[config.mk]
export PLATFORM = sky130hd
export DESIGN_NAME = fetch_unit
export DESIGN_NICKNAME = d
export VERILOG_FILES = /design/src/rtl/fetch_pkg.sv /design/src/rtl/fetch_out_reg.sv /design/src/rtl/fetch_unit.sv
export SDC_FILE = /design/constraint.sdc
export NUM_CORES = 1
export LEC_CHECK = 0
export ABC_AREA = 1
export CORE_MARGIN = 2
export CORE_UTILIZATION = 40
export CTS_CLUSTER_SIZE = 12
export DETAILED_ROUTE_END_ITERATION = 12
export PLACE_DENSITY = 0.73
export SLEW_MARGIN = 25
export SYNTH_ARGS = -nofsm -noshare
export SYNTH_HDL_FRONTEND = slang
export SYNTH_SLANG_ARGS = --single-unit
[constraint.sdc]
create_clock -name clk_i -period 3.7 [get_ports clk_i]
set_input_delay 0.74 -clock clk_i [delete_from_list [all_inputs] [get_ports clk_i]]
set_output_delay 0.74 -clock clk_i [all_outputs]
set_load 0.05 [all_outputs]
[src/rtl/fetch_pkg.sv]
// fetch_pkg: shared types and constants for the instruction-fetch block.
//   XLEN / ILEN      : address and instruction widths
//   INSTR_NOP        : addi x0,x0,0; value shown on the output stage when empty after reset
//   PC_ALIGN_MASK    : clears the two low PC bits (word-aligned fetch only)
//   fetch_state_e    : BOOT / RUN / HALTED
//   fetch_rsp_t      : payload held by the output stage
package fetch_pkg;

  localparam int XLEN = 64;
  localparam int ILEN = 32;

  localparam logic [ILEN-1:0] INSTR_NOP     = 32'h0000_0013;
  localparam logic [XLEN-1:0] PC_ALIGN_MASK = ~64'h3;

  typedef enum logic [1:0] {
    BOOT   = 2'd0,
    RUN    = 2'd1,
    HALTED = 2'd2
  } fetch_state_e;

  typedef struct packed {
    logic [XLEN-1:0] pc;
    logic [ILEN-1:0] instr;
  } fetch_rsp_t;

endpackage

[src/rtl/fetch_out_reg.sv]
// fetch_out_reg: registered output stage between the ROM and decode.
//   clk, rst_n : clock, async active-low reset
//   load       : capture rsp_d and mark valid
//   flush      : drop the held entry (wins over load/drain)
//   drain      : entry consumed with no refill; clear valid
//   rsp_d      : incoming pc/instr
//   valid, rsp : held entry
// When none of load/flush/drain is asserted the entry holds (stall).
module fetch_out_reg
  import fetch_pkg::*;
(
  input  logic       clk,
  input  logic       rst_n,
  input  logic       load,
  input  logic       flush,
  input  logic       drain,
  input  fetch_rsp_t rsp_d,
  output logic       valid,
  output fetch_rsp_t rsp
);

  always_ff @(posedge clk or negedge rst_n) begin
    if (!rst_n) begin
      valid     <= 1'b0;
      rsp.pc    <= '0;
      rsp.instr <= INSTR_NOP;
    end else if (flush) begin
      valid <= 1'b0;
    end else if (load) begin
      valid <= 1'b1;
      rsp   <= rsp_d;
    end else if (drain) begin
      valid <= 1'b0;
    end
  end

endmodule

[src/rtl/fetch_unit.sv]
// fetch_unit: instruction-fetch initiator for a combinational instruction ROM.
//   clk_i, rst_ni            : clock, async active-low reset
//   imem_addr_o/imem_data_i  : ROM address (= pc_q) and same-cycle read word
//   if_valid_o/if_instr_o/if_pc_o, id_ready_i : valid/ready output to decode
//   redirect_valid_i/redirect_pc_i : one-cycle flush + new PC (low 2 bits ignored)
//   halt_i                   : level; stop issuing fetches
//   halted_o                 : HALTED and output stage empty
//   fetch_count_o            : handshake counter
// Build option: define FETCH_PERF_EN to enable the handshake counter;
// otherwise fetch_count_o is tied to zero and no counter flops exist.
module fetch_unit
  import fetch_pkg::*;
#(
  parameter logic [XLEN-1:0] RESET_PC = 64'h0,
  parameter int              PC_STEP  = 4
) (
  input  logic            clk_i,
  input  logic            rst_ni,
  output logic [XLEN-1:0] imem_addr_o,
  input  logic [ILEN-1:0] imem_data_i,
  output logic            if_valid_o,
  output logic [ILEN-1:0] if_instr_o,
  output logic [XLEN-1:0] if_pc_o,
  input  logic            id_ready_i,
  input  logic            redirect_valid_i,
  input  logic [XLEN-1:0] redirect_pc_i,
  input  logic            halt_i,
  output logic            halted_o,
  output logic [XLEN-1:0] fetch_count_o
);

  fetch_state_e    state_q;
  logic [XLEN-1:0] pc_q;
  logic            cap, drain, hs;
  fetch_rsp_t      rsp_d, rsp_q;

  // Capture only in RUN, never while halting or redirecting, and only when
  // the output stage is empty or being emptied this cycle.
  assign cap   = (state_q == RUN) && !halt_i && !redirect_valid_i &&
                 (!if_valid_o || id_ready_i);
  assign hs    = if_valid_o && id_ready_i;
  assign drain = hs && !cap;

  assign rsp_d.pc    = pc_q;
  assign rsp_d.instr = imem_data_i;

  fetch_out_reg u_out (
    .clk   (clk_i),
    .rst_n (rst_ni),
    .load  (cap),
    .flush (redirect_valid_i),
    .drain (drain),
    .rsp_d (rsp_d),
    .valid (if_valid_o),
    .rsp   (rsp_q)
  );

  assign if_instr_o  = rsp_q.instr;
  assign if_pc_o     = rsp_q.pc;
  assign imem_addr_o = pc_q;
  assign halted_o    = (state_q == HALTED) && !if_valid_o;

  // FSM and PC. Redirect overrides everything, including BOOT.
  always_ff @(posedge clk_i or negedge rst_ni) begin
    if (!rst_ni) begin
      state_q <= BOOT;
      pc_q    <= RESET_PC & PC_ALIGN_MASK;
    end else if (redirect_valid_i) begin
      state_q <= RUN;
      pc_q    <= redirect_pc_i & PC_ALIGN_MASK;
    end else begin
      if (cap) pc_q <= pc_q + XLEN'(PC_STEP);
      case (state_q)
        BOOT:    state_q <= RUN;
        RUN:     if (halt_i)  state_q <= HALTED;
        HALTED:  if (!halt_i) state_q <= RUN;
        default: state_q <= BOOT;
      endcase
    end
  end

`ifdef FETCH_PERF_EN
  logic [XLEN-1:0] cnt_q;

  always_ff @(posedge clk_i or negedge rst_ni) begin
    if (!rst_ni)  cnt_q <= '0;
    else if (hs)  cnt_q <= cnt_q + 1'b1;
  end

  assign fetch_count_o = cnt_q;
`else
  assign fetch_count_o = '0;
`endif

endmodule
Figure 1. Metal 2 (run 1).
(3 px per µm)
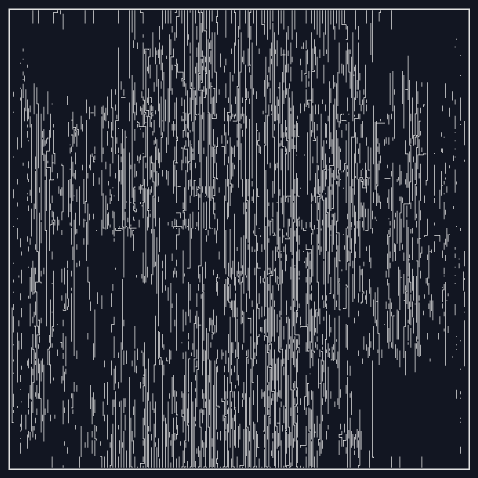
longest straight run	59.8 µm
wire length on this layer	13000 µm
main direction	vertical
nets with wire on the layer	1270
share of all routed wire	45%

Figure 2. Nets reached from selected ports (run 1).
(2 px per µm)
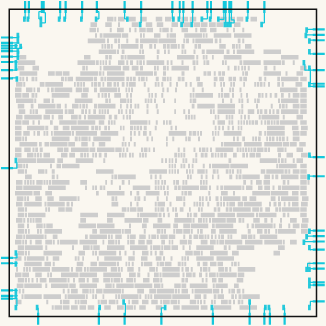
colour	port	bits	direction	edge	end cells	wire
cyan	fetch_count_o	64	output	22 top, 18 right, 15 left, 9 bottom	64	304 µm

Figure 3. Routed metal, one colour a layer (run 1).
(2 px per µm) Only two layers are drawn.
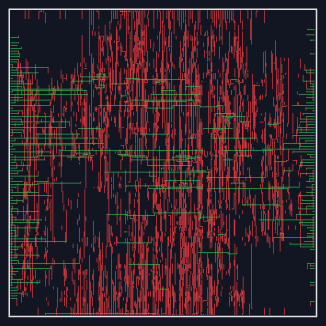
colour	layer	wire length
red	met2	13000 µm
green	met3	2440 µm

==> impl_metrics.ini, run 1 <==
; generated from flow reports
[power_and_ir_drop]
power.share.clock_pct = 25.6
design_power_total_mw = 7.25
leakage_nw = 5.68
share_of_total_power_in_combinational_logic_pct = 41.2
internal-power_mw = 4.05
power.share.sequential_pct = 33.2
power.share.switching_pct = 44.1
p_switching_mw = 3.20
power-per-cell-area_mw_per_mm2 = 602
ir_worst_vdd_v = 0.000382

[place]
place.detailed.hpwl_mm = 21.9
globalplace.congestion = 0.957

[cts]
cts.repair.resized = 0
cts.root.buffer_cell = sky130_fd_sc_hd__clkbuf_16
clock_path_buffers = 2
tritoncts_clock_tree = built
cts_post_setup_buffers_inserted = 0
clk_transition_reported_paths_ns = 0.07

[grt]
via_count_of_the_first_global_routing_pass = 8280
overflow = 0
met1_routing_resource_usage_after_global_routing_pct = 34.1
largest_net_degree_at_the_start_of_global_routing = 91
grt_first_pass_wirelength_mm = 45.5
grt_usage_pct = 24.7
grt_antenna_before_repair = 2

[synth]
common_cells = sky130_fd_sc_hd__nand2_1, sky130_fd_sc_hd__dfrtp_1, sky130_fd_sc_hd__inv_1
yosys_cells = 1227
synth.comb.largest_family = simple AND/OR/NAND/NOR gates
post_synth_ao_oa_area_fraction_pct = 9.03
edf_count = 0
dominantRegCellSynth = sky130_fd_sc_hd__dfrtp_1
synth_top_cell_by_count = sky130_fd_sc_hd__nand2_1
synthesis.area_mm2 = 0.00886
ys_types = 32
ys_sh_xor_pct = 2.08
synth-adder-area-share_pct = 0.141
synth_top_area_share_pct = 44.1
synth_area_per_cell_um2 = 7.22
yosysChipArea_mm2 = 0.00886
post_synthesis_instance_total = 1227
largest_area_contributor_in_the_netlist = sky130_fd_sc_hd__dfrtp_1
synthSimpleGateAreaFrac_pct = 31.1

[floorplan]
boundaryPins = 327
core_mm2 = 0.0218
die_x_um = 153
design.die.area_mm2 = 0.0234
floorplan.die.height_um = 153

[worst_hold_path]
min-delay-path-class = input pin to asynchronous set/reset pin

[worst_setup_path]
critPathCaptureType = output pin
worst_path_largest_cell_delay_ns = 0.83
cp_max_fo = 3
worst-endpoint-required_ns = 2.96
path_class = register to output pin
start_kind = register
critical-path-slowest-cell = sky130_fd_sc_hd__clkdlybuf4s50_1

[timing]
report.final.hold_viol_count = 0
slew-limit-headroom_pct = 43.3
post_route_worst_hold_slack_ns = 0.337
finalCriticalPeriod_ns = 2.59
final-max-slew-violation-count = 0
tns_ns = 0
fin_crit_sh_pct = 70.1
max_freq_mhz = 386

[final_layout]
num-fill-cells = 2101
final_design_area_no_fill_mm2 = 0.0121
final_nets = 1574

[detailed_routing]
drt_pre_antenna_iters = 5
vias = 8631
initialDrtViolationCount = 726
wl_mm = 29.0
viasPerCell = 4.88
drt.antenna.violating_nets = 0

[run]
warnings = 28

[status]
run_status = finished, final reports clean
-- run 1: path summary, 6_finish.rpt --
kind,from,endpoint,slack [ns],cells past startpoint
max,state_q[0],halted_o,1.11,2
min,rst_ni,u_out.rsp[27],0.34,1
max reg2reg,imem_addr_o[21],imem_addr_o[34],1.67,7
min reg2reg,u_out.rsp[1],u_out.rsp[1],0.47,2
max in group asynchronous,rst_ni,u_out.rsp[0],2.44,2
min in group clk_i,u_out.rsp[1],u_out.rsp[1],0.47,2
-- run 1: per-layer routing --
metal,routed length (µm),share of wire [%]
met5,0,0
met4,578,2.0
met3,2440,8.4
met2,13000,45
met1,13000,45
-- run 1: layout make-up --
type                            instances  area share (%)
Antenna cell                            2          0.0415
Clock buffer                           18            3.64
Clock inverter                         14            1.39
Inverter                              119            3.71
Multi-Input combinational cell        909            33.3
Sequential cell                       159            33.0
Tap cell                              280            2.91
Timing Repair Buffer                  266            22.0
-- run 1: cells in the final DEF, fill, tap and decap left out, drive strengths merged --
master and instances:
nand2 473, clkdlybuf4s50 254, dfrtp 156, inv 128, o21ai 120, nor2 119
conb 68, nand3 67, xor2 18, clkbuf 18, o21bai 13, buf 12
o211ai 10, nand4 9, xnor2 3, dfstp 3, diode 2, a21oi 2
nor3 2, bufinv 2, clkinvlp 2, o221ai 1, o21a 1, nor4 1
nand3b 1, ha 1, clkinv 1
-- run 1: critical path, delay by kind of cell (launching register included) --
family,cells,cell delay [ns]
simple gates,1,0.19
buf+inv,1,0.83
flops,1,0.40
-- run 1: sequential cells by signal (all words and copies together), names as in the netlist --
signal / count
state_q: 2
u_out.rsp: 94
imem_addr_o: 62
u_out.valid: 1
-- run 1: kinds of logic after synthesis --
| kind of cell | after synthesis |
|---|---|
| AND/OR/NAND/NOR | 672 |
| buffers and inverters | 226 |
| flip-flops | 159 |
| AND-OR/OR-AND | 147 |
| XOR/XNOR | 21 |
| adder cells (fa/ha/maj) | 1 |
| other | 1 |
-- run 1: stage by stage --
step           cells  setup WS (ns)
2_1_floorplan   1294           1.24
3_3_place_gp    1733           1.23
3_5_place_dp    1733           1.20
4_1_cts         1765           1.09
5_1_grt         1766           1.01
6_report        1767           1.11
-- run 1: power groups by stage --
stage	Clock, mW	Sequential, mW	Combinational, mW
3_3_place_gp	0	2.42	2.98
6_report	1.86	2.41	2.99
5_1_grt	1.96	2.46	3.16
4_1_cts	1.89	2.40	3.01
3_5_place_dp	0	2.42	3.01
2_1_floorplan	0	3.64	0.733
Figure 4. Cell outlines without signal wires (run 1).
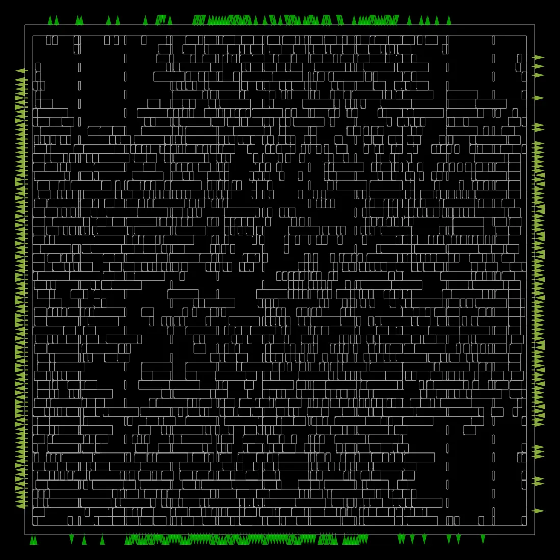

==> run 1 -> run 2 <==
--- a/config.mk
+++ b/config.mk
@@ -10,7 +10,7 @@
 export CORE_UTILIZATION = 40
 export CTS_CLUSTER_SIZE = 12
 export DETAILED_ROUTE_END_ITERATION = 12
-export PLACE_DENSITY = 0.73
+export PLACE_DENSITY = 0.76
 export SLEW_MARGIN = 25
 export SYNTH_ARGS = -nofsm -noshare
 export SYNTH_HDL_FRONTEND = slang
==> constraint.sdc (replaced) <==
create_clock -name clk_i -period 2.3 [get_ports clk_i]
set_input_delay 0.46 -clock clk_i [delete_from_list [all_inputs] [get_ports clk_i]]
set_output_delay 0.46 -clock clk_i [all_outputs]
set_load 0.05 [all_outputs]
Figure 5. Cell outlines without signal wires (run 2).
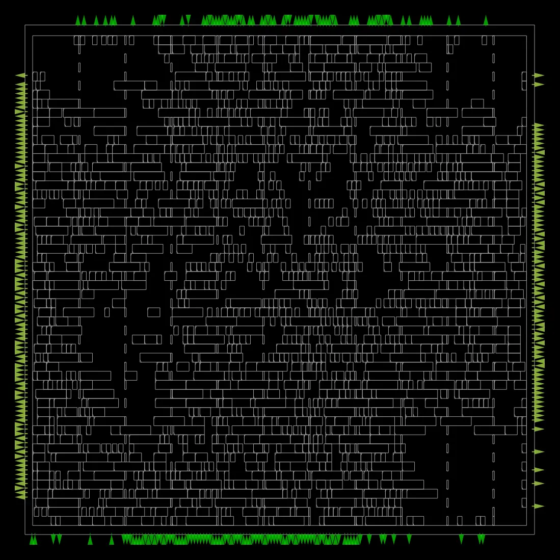
number of cells in the finished layout apart from fillers: 1771
filler cell count: 2047
sequential fraction of total cell area: 32.8%

Figure 6. Nets reached from selected ports (run 2).
(2 px per µm)
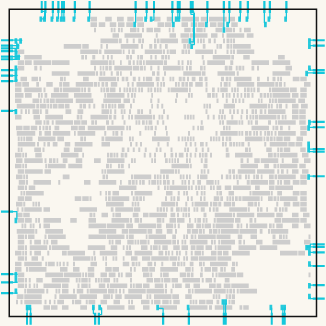
colour	port	bits	direction	edge	end cells	wire
cyan	fetch_count_o	64	output	24 top, 15 right, 14 left, 11 bottom	64	307 µm

==> run 2 against run 1 <==
  * Sequential power increased by 61%
  * First-iteration DRC count decreased by 26%
  * Flip-flop count unchanged
  * Clock skew about the same
  * Via count is 0.35% lower
  * Largest cell class unchanged
  * Largest power group unchanged
==> impl_metrics.ini, run 2 <==
; generated from flow reports
[status]
run_status = finished, final reports clean

[floorplan]
die_x_um = 153
design.die.area_mm2 = 0.0234

[detailed_routing]
vias = 8601
drt_pre_antenna_iters = 5
drt.antenna.violating_nets = 0
initialDrtViolationCount = 539

[final_layout]
lay_top_cells = sky130_fd_sc_hd__nand2_1, sky130_fd_sc_hd__clkdlybuf4s50_1, sky130_fd_sc_hd__dfrtp_1
largest_register_by_flop_count = u_out.rsp
top_cell_excl_fill_tap = sky130_fd_sc_hd__nand2_1
antenna_cells = 0

[grt]
grt_antenna_before_repair = 0
grt_usage_pct = 25.1
via_count_of_the_first_global_routing_pass = 8462

[cts]
clock_path_buffers = 2
cts.root.buffer_cell = sky130_fd_sc_hd__clkbuf_16
tritoncts_clock_tree = built

[worst_setup_path]
start_kind = register
critPathCaptureType = output pin
worst-endpoint-required_ns = 1.84
crit-reg2reg-launch = imem_addr_o[3]
cp_max_fo = 6
worst_r2r_path_depth = 9
startpoint = imem_addr_o[10]
critical_path_buf_inv_count = 1
path_class = register to output pin

[power_and_ir_drop]
leakage_nw = 5.80
design_power_total_mw = 11.6
ir_worst_vdd_v = 0.000608

[place]
globalplace.congestion = 0.959
place.detailed.hpwl_mm = 22.4

[synth]
edf_count = 0
post_synthesis_instance_total = 1227
synth_area_per_cell_um2 = 7.22
synth_top_area_share_pct = 44.1
largest_area_contributor_in_the_netlist = sky130_fd_sc_hd__dfrtp_1
yosys_cells = 1227

[worst_hold_path]
min-delay-path-class = input pin to register
worstHoldStart = redirect_valid_i
min_to = u_out.valid
whs_path_depth = 2

[timing]
slew-limit-headroom_pct = 54.7
max_freq_mhz = 442
finalCriticalPeriod_ns = 2.26
fin_crit_sh_pct = 98.3

[run]
warnings = 28
Figure 7. Ports around the boundary (run 2).
(3 px per µm) Pins as bars across the die edge, other pins in grey.
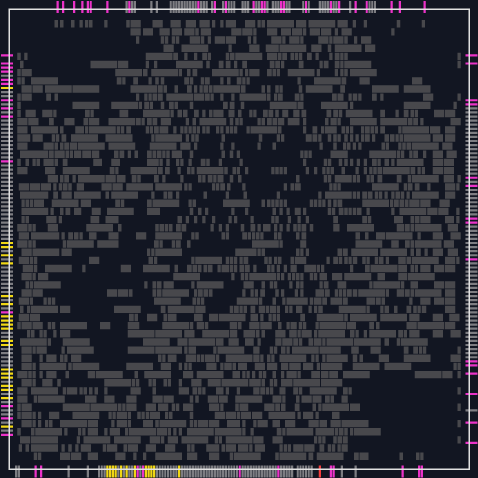
colour	port	pins	direction	edge
yellow	imem_data_i	32	input	20 left, 12 bottom
magenta	fetch_count_o	64	output	24 top, 15 right, 14 left, 11 bottom
red	halted_o	1	output	bottom
all pins by edge	93 left, 91 bottom, 73 right, 70 top

## run 2: cell counts after synthesis
Identical to the previous run, type by type.
## run 2: what timing repair did
action                     CTS  global route
hold buffers                 1             0
setup endpoints to repair    2             6
resized                      2             6
hold endpoints to repair    31             0
## run 2: logic make-up (layout without fill, tap and decap cells)
logic type	after synthesis	after routing	synth area share [%]
buffers and inverters	226	423	12.6
adders and majority gates	1	1	0.141
DFF	159	159	45.0
AOI/OAI and AO/OA	147	147	9.03
xor gates and xnor gates	21	21	2.08
and+or+nand+nor	672	672	31.1
other	1	68	0.0423
## run 2: stage by stage
stage                     setup slack [ns]  util [%]  instance area [µm²]
after global placement              0.0972      53.1                11500
after CTS                          0.00362      55.8                12100
after global routing              0.000699      55.9                12200
final                               0.0397      55.9                12200
after floorplan                      0.125         -                 9110
after detailed placement            0.0502      53.1                11500
## run 2: per-layer routing
layer  wire length [µm]  vias to the layer above  part of all wire (%)  GRT usage [%]
met5                  0                        -                     0              0
met4                784                        0                   2.7           8.99
met3               2260                       46                   7.7           6.04
met2              13300                      332                    46           39.4
met1              12800                     4034                    44           34.1
li1                   -                     4189                     -              -
## run 2: worst max-delay path by stage
stage	end	slack [ns]	cells past startpoint
final	imem_addr_o[10]	0.04	1
after global routing	imem_addr_o[28]	0.0007	1
after CTS	imem_addr_o[37]	0.004	1
after detailed placement	imem_addr_o[6]	0.05	8
after global placement	imem_addr_o[6]	0.1	8
after floorplan	halted_o	0.12	1
## run 2: where the power goes
part | leakage, nW | internal (mW) | switching (mW)
sequential | 1.96 | 3.38 | 0.510
clock | 0.290 | 1.46 | 1.39
combinational | 3.55 | 1.49 | 3.34
## run 2: cell type report
class / count / area, µm²
Inverter: 119 / 447
Multi-Input combinational cell: 909 / 4020
Sequential cell: 159 / 3980
Fill cell: 2047 / 9600
Timing Repair Buffer: 272 / 2770
Clock buffer: 17 / 425
Clock inverter: 15 / 161
Tap cell: 280 / 350
Power and IR drop assume default switching activity.
